==> images/pdn.png <==
The bar under the picture is 50 µm long. Pins as bars on the die edge.
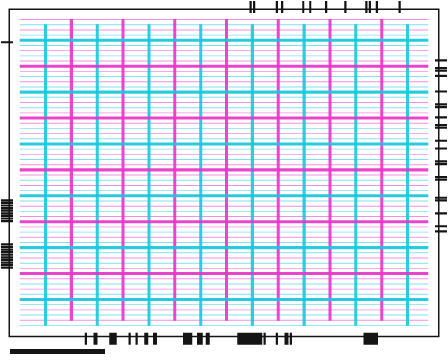
==> images/cell_classes.png <==
The bar under the picture is 50 µm long.
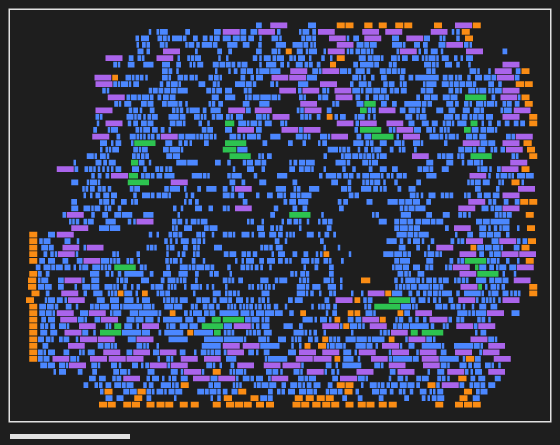
==> config.mk <==
export PLATFORM = sky130hd
export DESIGN_NAME = mul_unit
export DESIGN_NICKNAME = d
export VERILOG_FILES = /design/src/rtl/mul_unit.sv
export SDC_FILE = /design/constraint.sdc
export NUM_CORES = 1
export LEC_CHECK = 0
export CAP_MARGIN = 20
export CORE_ASPECT_RATIO = 0.75
export CORE_MARGIN = 5
export CORE_UTILIZATION = 45
export DETAILED_ROUTE_END_ITERATION = 7
export PLACE_DENSITY = 0.71
export REMOVE_ABC_BUFFERS = 1
export SLEW_MARGIN = 20
export SYNTH_ARGS = -nofsm -noshare
export SYNTH_HDL_FRONTEND = slang
export SYNTH_SLANG_ARGS = --single-unit
==> constraint.sdc <==
create_clock -name clk -period 7 [get_ports clk]
set_clock_uncertainty 0.15 [all_clocks]
set_input_delay 0.7 -clock clk [delete_from_list [all_inputs] [get_ports clk]]
set_output_delay 0.7 -clock clk [all_outputs]
set_load 0.01 [all_outputs]
==> impl_metrics.ini <==
; flow metrics
[status]
run_status = complete, no violations

[timing]
timing.final.crit_share_pct = 81.0
grt_setup_unrepaired = no
final-hold-violation-count = 0
slew_headroom_pct = 35.6
final.setup.worst_slack_ns = 1.33
setup-violations-final = 0
fmaxAchievable_ghz = 0.176
final.setup.tns_ns = 0
timing.final.crit_period_ns = 5.67
timing_worst_slew_pin_value_ns = 0.959
finalHoldWorstSlack_ns = 0.312

[detailed_routing]
drcViolationCount = 0
routed_via_density = 6.28
drt_iter0_drc = 1996
routed-via-count = 16300
final_antenna_net_count = 0
route.detailed.wl_per_inst_um = 21.3
drt-total-wl_um = 55300
firstDrtPassIters = 7

[layout]
fin_nets = 2271
layout.cells.non_filler = 2599
seq_area_um2 = 3430
most-common-layout-cells = sky130_fd_sc_hd__nand2_1 (257), sky130_fd_sc_hd__nor2_1 (234), sky130_fd_sc_hd__dfxtp_1 (168), sky130_fd_sc_hd__o21ai_0 (159), sky130_fd_sc_hd__a21oi_1 (159)
lay_top_count = sky130_fd_sc_hd__nand2_1
final_layout_size_suffix_gt1_share_pct = 5.65
fillCellCount = 3413
syn_to_final_growth_pct = 11.8
max_reg_flops = 64

[synthesis]
yosysCellCount = 2123
post_synthesis_sequential_element_count = 171
synth_area_per_cell_um2 = 7.32
netlist_instances = 2123
synth_xor_xnor_area_share_pct = 8.74
synth.comb.largest_family = AND-OR/OR-AND gates
yosys.stat.chipArea_um2 = 15500
synthDistinctLibCells = 77
fa_ha_area_share_pct = 6.01
mappedNetlistArea_um2 = 15500
synth.yosys.seq_area_share_pct = 22.0
ys.warnings.count = 0
edf_count = 0
mux_share_pct = 8.49
synthAoiAreaFrac_pct = 26.3

[floorplanning]
coreArea_um2 = 34400
chip_area_um2 = 38400
floorplan.core_util_pct = 45.2
boundaryPins = 103
row_count = 59

[pwr]
power_density_nw_per_um2 = 307
peakVddDrop_uv = 200
p_total_mw = 5.33
power_leakage_nw = 6.71

[worst_setup_path]
reg2reg_slack_ns = 1.33
worstPathRequired_ns = 7.25
worst_ep_arrival_time_ns = 5.92
r2r.worst_path.cells = 18
largest_incremental_delay_on_the_critical_path_ns = 0.72
crit_chain = buf_4 > mux2i_1 > inv_1 > o21ai_0 > o21ai_0 > o21ai_0 > mux2i_1 > and2_1 > ha_1 > nand4_1 > or2_2 > nor3_1 > a32o_1 > o21ai_0 > o211ai_1 > a21oi_1 > xor2_1 > o21ai_0
critical_path.endpoint_type = flop
cpMostUsedCell = sky130_fd_sc_hd__o21ai_0
crit_path_top_delay_cell = sky130_fd_sc_hd__dfxtp_2
timing.critical_path.from_type = flop

[cts]
cts_resized = 0
level_count_of_the_clock_h_tree = 4
clock_network_latency_to_the_later_pin_of_the_worst_skew_pair_ns = 0.47
cts.sink_count = 171
cts-root-buf = sky130_fd_sc_hd__clkbuf_16
cts_buffer_depth = 2
tritoncts = done
hold_buf_count_cts = 0

[run]
drv.max_cap_violation_count = 0
tool_warnings = 33

[placed_design]
dp_cells = 2566
placed_area_um2 = 16800
dp_worst_setup_slack_ns = 1.51
gp_routability_congestion = 1.01
numPortBuffers = 102
detailed_place_hpwl_um = 43700

[grt]
globalRouteOverflowTotal = 0
first_pass_grt_wire_length_um = 86100
antenna_found_initial = 2
grt_util_all_layers_pct = 28.2
grt_start_max_net_pins = 109
grt_pass1_vias = 14700

[min_path]
hp-class = flop to flop
Back to the opening pictures, pdn.png:
net	color
VDD	magenta
VSS	cyan
met1 rails	60
met5 straps	11
Vert. Die Dim: 171 µm
die outline width: 225 µm

Back to the opening pictures, cell_classes.png:
class	color	cells	share of their area
flops	purple	171	20%
all other logic	blue	1813	69%
other buffers and delay cells	orange	125	7.1%
clock drivers and dummy loads	green	32	3.5%
share of the core filled with cells in the final layout: 50.5%
register fraction of the total cell area: 19.7%

cells in the mapped netlist, drive strengths merged (8+ instances only):
library cell    n  area (µm²)
nand2         257         965
o21bai         14         105
a211oi         63         473
or3            37         231
o211ai         19         143
a31oi          18         113
nand4          23         144
o31ai          32         250
nor4           14        87.6
a21oi         159         796
dfxtp         171        3420
and3            9        56.3
mux4           21         473
xnor2          87         762
and2           28         175
xor2           68         596
a21boi          8        60.1
mux2           12         135
o21a           12        90.1
mux2i          71         711
or2            15        96.4
nor3           41         205
clkbuf        118         443
nand2b         29         181
nand3          62         310
a21o           38         285
or4            21         169
nor2          235         882
nor2b           8        50.1
a311oi         19         166
o41ai          19         193
buf            21        91.3
o21ai         163         816
nand3b          8        72.6
ha             73         913
o22ai          30         188
inv            39         146
per-layer routing:
layer	vias to the layer above	track usage (%)	wire length, µm
met2	717	38.4	21600
met5	-	0	0
met3	53	6.96	5770
met1	7792	44.4	27200
met4	0	5.74	803
li1	7766	-	-
area by class of cell:
type                    count  share of cell area, %
clock inverters            14                  0.871
repair buffers            125                   6.87
multi-input cells        1772                   65.8
inverters                  41                  0.885
flip-flops and latches    171                   19.7
clock buffers              18                   2.53
diodes                      1                 0.0144
well taps                 457                   3.29
where the power goes:
part | total [mW] | leakage, nW | internal, mW | switching (mW)
clock | 0.983 | 0.294 | 0.514 | 0.469
sequential | 1.34 | 1.40 | 1.15 | 0.188
combinational | 3.01 | 5.02 | 1.09 | 1.92
total | 5.33 | 6.71 | 2.76 | 2.58
critical path, delay by kind of cell, from the launching register on:
family                     cells  cell delay (ns)
AOI/OAI and AO/OA              8             2.15
xor gates and xnor gates       1             0.21
adders and majority gates      1             0.43
buffers and inverters          2             0.45
DFF                            1             0.72
muxes                          2             0.49
and+or+nand+nor                4             0.99
No activity file was given, so power comes from the tool's default toggle rates.
